File: src/rtl/reg_write_arbiter.sv
// Round-robin arbiter granting exclusive write ownership of one shared register.
// Each grant lasts until the owner drops req or MAX_HOLD cycles elapse, then a one-cycle cooldown.
module reg_write_arbiter #(
    parameter int NREQ     = 4,
    parameter int WIDTH    = 8,
    parameter int MAX_HOLD = 8
) (
    input  logic                      clock,
    input  logic                      reset,
    input  logic [NREQ-1:0]           req,
    input  logic [NREQ-1:0]           we,
    input  logic [NREQ*WIDTH-1:0]     wdata,
    output logic [NREQ-1:0]           grant,
    output logic [$clog2(NREQ)-1:0]   owner_id,
    output logic                      busy,
    output logic                      timeout,
    output logic [WIDTH-1:0]          q
);

    localparam int IDW = $clog2(NREQ);
    localparam int HCW = $clog2(MAX_HOLD + 1);
    localparam logic [IDW-1:0] LAST_ID  = IDW'(NREQ - 1);
    localparam logic [HCW-1:0] HOLD_MAX = HCW'(MAX_HOLD);

    typedef enum logic [1:0] {
        IDLE,
        OWN,
        COOLDOWN
    } state_t;

    state_t           state;
    logic [IDW-1:0]   rr_ptr;
    logic [HCW-1:0]   hold_cnt;
    logic [IDW-1:0]   winner;
    logic [IDW-1:0]   next_ptr;
    logic             owner_req;
    logic             owner_we;
    logic [WIDTH-1:0] owner_wdata;

    // Scan downward so the last hit is the nearest set bit at or above rr_ptr.
    always_comb begin
        int idx;
        idx    = 0;
        winner = rr_ptr;
        for (int k = NREQ - 1; k >= 0; k--) begin
            idx = int'(rr_ptr) + k;
            if (idx >= NREQ) idx = idx - NREQ;
            if (req[IDW'(idx)]) winner = IDW'(idx);
        end
    end

    always_comb begin
        owner_wdata = '0;
        for (int i = 0; i < NREQ; i++) begin
            if (owner_id == IDW'(i)) owner_wdata = wdata[i*WIDTH +: WIDTH];
        end
    end

    assign owner_req = req[owner_id];
    assign owner_we  = we[owner_id];
    assign next_ptr  = (owner_id == LAST_ID) ? '0 : owner_id + 1'b1;

    // NOTE: all state here uses non-blocking assignments so every register samples
    // pre-edge values; the shared register q is reset too, since a write in
    // flight must not survive a reset.
    always_ff @(posedge clock or posedge reset) begin
        if (reset) begin
            state    <= IDLE;
            grant    <= '0;
            owner_id <= '0;
            busy     <= 1'b0;
            timeout  <= 1'b0;
            q        <= '0;
            rr_ptr   <= '0;
            hold_cnt <= '0;
        end else begin
            timeout <= 1'b0;
            unique case (state)
                IDLE: begin
                    if (|req) begin
                        state    <= OWN;
                        grant    <= NREQ'(1) << winner;
                        owner_id <= winner;
                        busy     <= 1'b1;
                        hold_cnt <= HCW'(1);
                    end
                end
                OWN: begin
                    if (!owner_req) begin
                        // Voluntary release: a write in the same cycle is dropped.
                        state    <= COOLDOWN;
                        grant    <= '0;
                        busy     <= 1'b0;
                        rr_ptr   <= next_ptr;
                        hold_cnt <= '0;
                    end else begin
                        if (owner_we) q <= owner_wdata;
                        if (hold_cnt == HOLD_MAX) begin
                            state    <= COOLDOWN;
                            grant    <= '0;
                            busy     <= 1'b0;
                            timeout  <= 1'b1;
                            rr_ptr   <= next_ptr;
                            hold_cnt <= '0;
                        end else begin
                            hold_cnt <= hold_cnt + 1'b1;
                        end
                    end
                end
                COOLDOWN: state <= IDLE;
                default:  state <= IDLE;
            endcase
        end
    end

endmodule

File: config.mk
export PLATFORM = sky130hd
export DESIGN_NAME = reg_write_arbiter
export DESIGN_NICKNAME = d
export VERILOG_FILES = /design/src/rtl/reg_write_arbiter.sv
export SDC_FILE = /design/constraint.sdc
export NUM_CORES = 1
export LEC_CHECK = 0
export CELL_PAD_IN_SITES_DETAIL_PLACEMENT = 0
export CELL_PAD_IN_SITES_GLOBAL_PLACEMENT = 2
export CORE_UTILIZATION = 26
export CTS_CLUSTER_DIAMETER = 100
export DETAILED_ROUTE_END_ITERATION = 16
export GPL_ROUTABILITY_DRIVEN = 0
export PLACE_DENSITY = 0.86
export SETUP_SLACK_MARGIN = 0.02
export SYNTH_ARGS = -nofsm -noshare
export SYNTH_HDL_FRONTEND = slang
export SYNTH_SLANG_ARGS = --single-unit
File: constraint.sdc
create_clock -name clock -period 2.2 [get_ports clock]
set_input_delay 0.44 -clock clock [delete_from_list [all_inputs] [get_ports clock]]
set_output_delay 0.44 -clock clock [all_outputs]
set_load 0.01 [all_outputs]
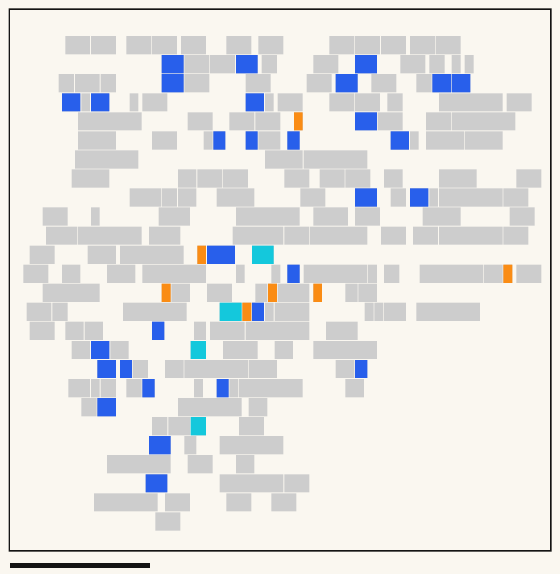
*Gate-type map*
Bar = 20 µm.
Key: inverting AOI/OAI gates = blue [cells 30, most used o31ai_1]; AND and OR gates = cyan [cells 4]; inverters = orange [cells 7, most used inv_1, where middle]

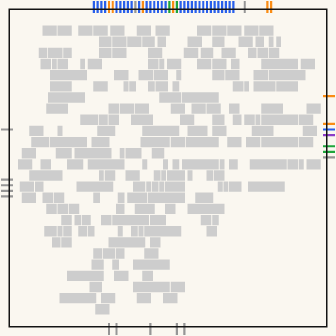
*Ports around the boundary*
Pins as bars across the die edge, other pins in gray.
Key: we = green [pins 4, direction input, edge 2 right, 2 top]; wdata = blue [pins 32, direction input, edge 31 top, 1 right]; reset = purple [pins 1, direction input, edge right]; q = orange [pins 8, direction output, edge 6 top, 2 right]

==> impl_metrics.tcl <==
# yosys + openroad results
set metrics [dict create \
    ant_nets 0 \
    synth_area_per_cell_um2 10.63 \
    synth-main-ff-cell "dfrtp_1" \
    worstSetupEndpoint "q[1]" \
    cp_slowest_cell "mux4_2" \
    cts_setup_buffers 0 \
    worstSetupStartpointType "input pin" \
    cts_made_buffers 3 \
    synthXorXnorAreaFrac_pct 0 \
    drt-initial-drc-count 35 \
    n_all_inverters 7 \
    viasPerCell 4.625 \
    holdPathStages 1 \
    post_cts_resized 0 \
    common_cells "24 x dfrtp_1, 13 x nand2_1, 13 x nor2b_1, 9 x o31ai_1, 8 x mux2_4" \
    grt_setup_unrepaired "no" \
    gr-usage-all-layers_pct 13.20 \
    first_global_vias 1249 \
    ys_warn_count 0 \
    hold_slack_ns 0.4808 \
    leakagePower_nw 0.9655 \
    r2r_slack_ns 0.37 \
    final_common_cell "clkdlybuf4s50_1" \
    comb_cells 103 \
    nWellTaps 70 \
    fmax_mhz 522.8 \
    synth.net_count 186 \
    grt.overflow.total 0 \
    path_depth 5 \
    critical_path_arrival_ns 2.07 \
    status "complete, no violations" \
    most-common-layout-cells "57 x clkdlybuf4s50_1, 24 x dfrtp_1, 13 x nor2b_1, 13 x nand2_1, 12 x buf_4" \
    comb_area_um2 823.3 \
    hold_viol_final 0 \
    finalNetCount 256 \
    seq_area_um2 600.6 \
    fp_util_pct 27.83 \
    cpLargestDelayFamily "multiplexers" \
    clk_path_buf_depth 2 \
    io_pins 58 \
    path_buffers 1 \
    cts.reportedPaths.clkPinSlew_ns 0.09 \
    logic_family "AND-OR/OR-AND gates" \
    critPathLaunch "req[3]" \
    flops 24 \
    wl_um 3832 \
    fin_worst_skew_ns 0.006770 \
]
## sequential cells by signal (all words and copies together), names as in the netlist
signal,cells
grant,4
busy,1
hold_cnt,4
state,2
owner_id,2
q,8
timeout,1
rr_ptr,2
## power breakdown
group          switching, mW  total [mW]  leakage, nW  internal [mW]
Combinational          0.733        1.62        0.634          0.886
Sequential             0.122       0.742        0.303          0.621
Clock                  0.139       0.299       0.0288          0.160
Total                  0.994        2.66        0.965           1.67
## per-layer routing
metal	vias to the layer above	wire length [µm]	GRT usage [%]
li1	650	-	-
met1	609	1820	18.12
met2	20	1907	21.16
met3	2	69	1.786
met4	0	34	4.528
met5	-	0	0
Power and IR drop assume default switching activity.
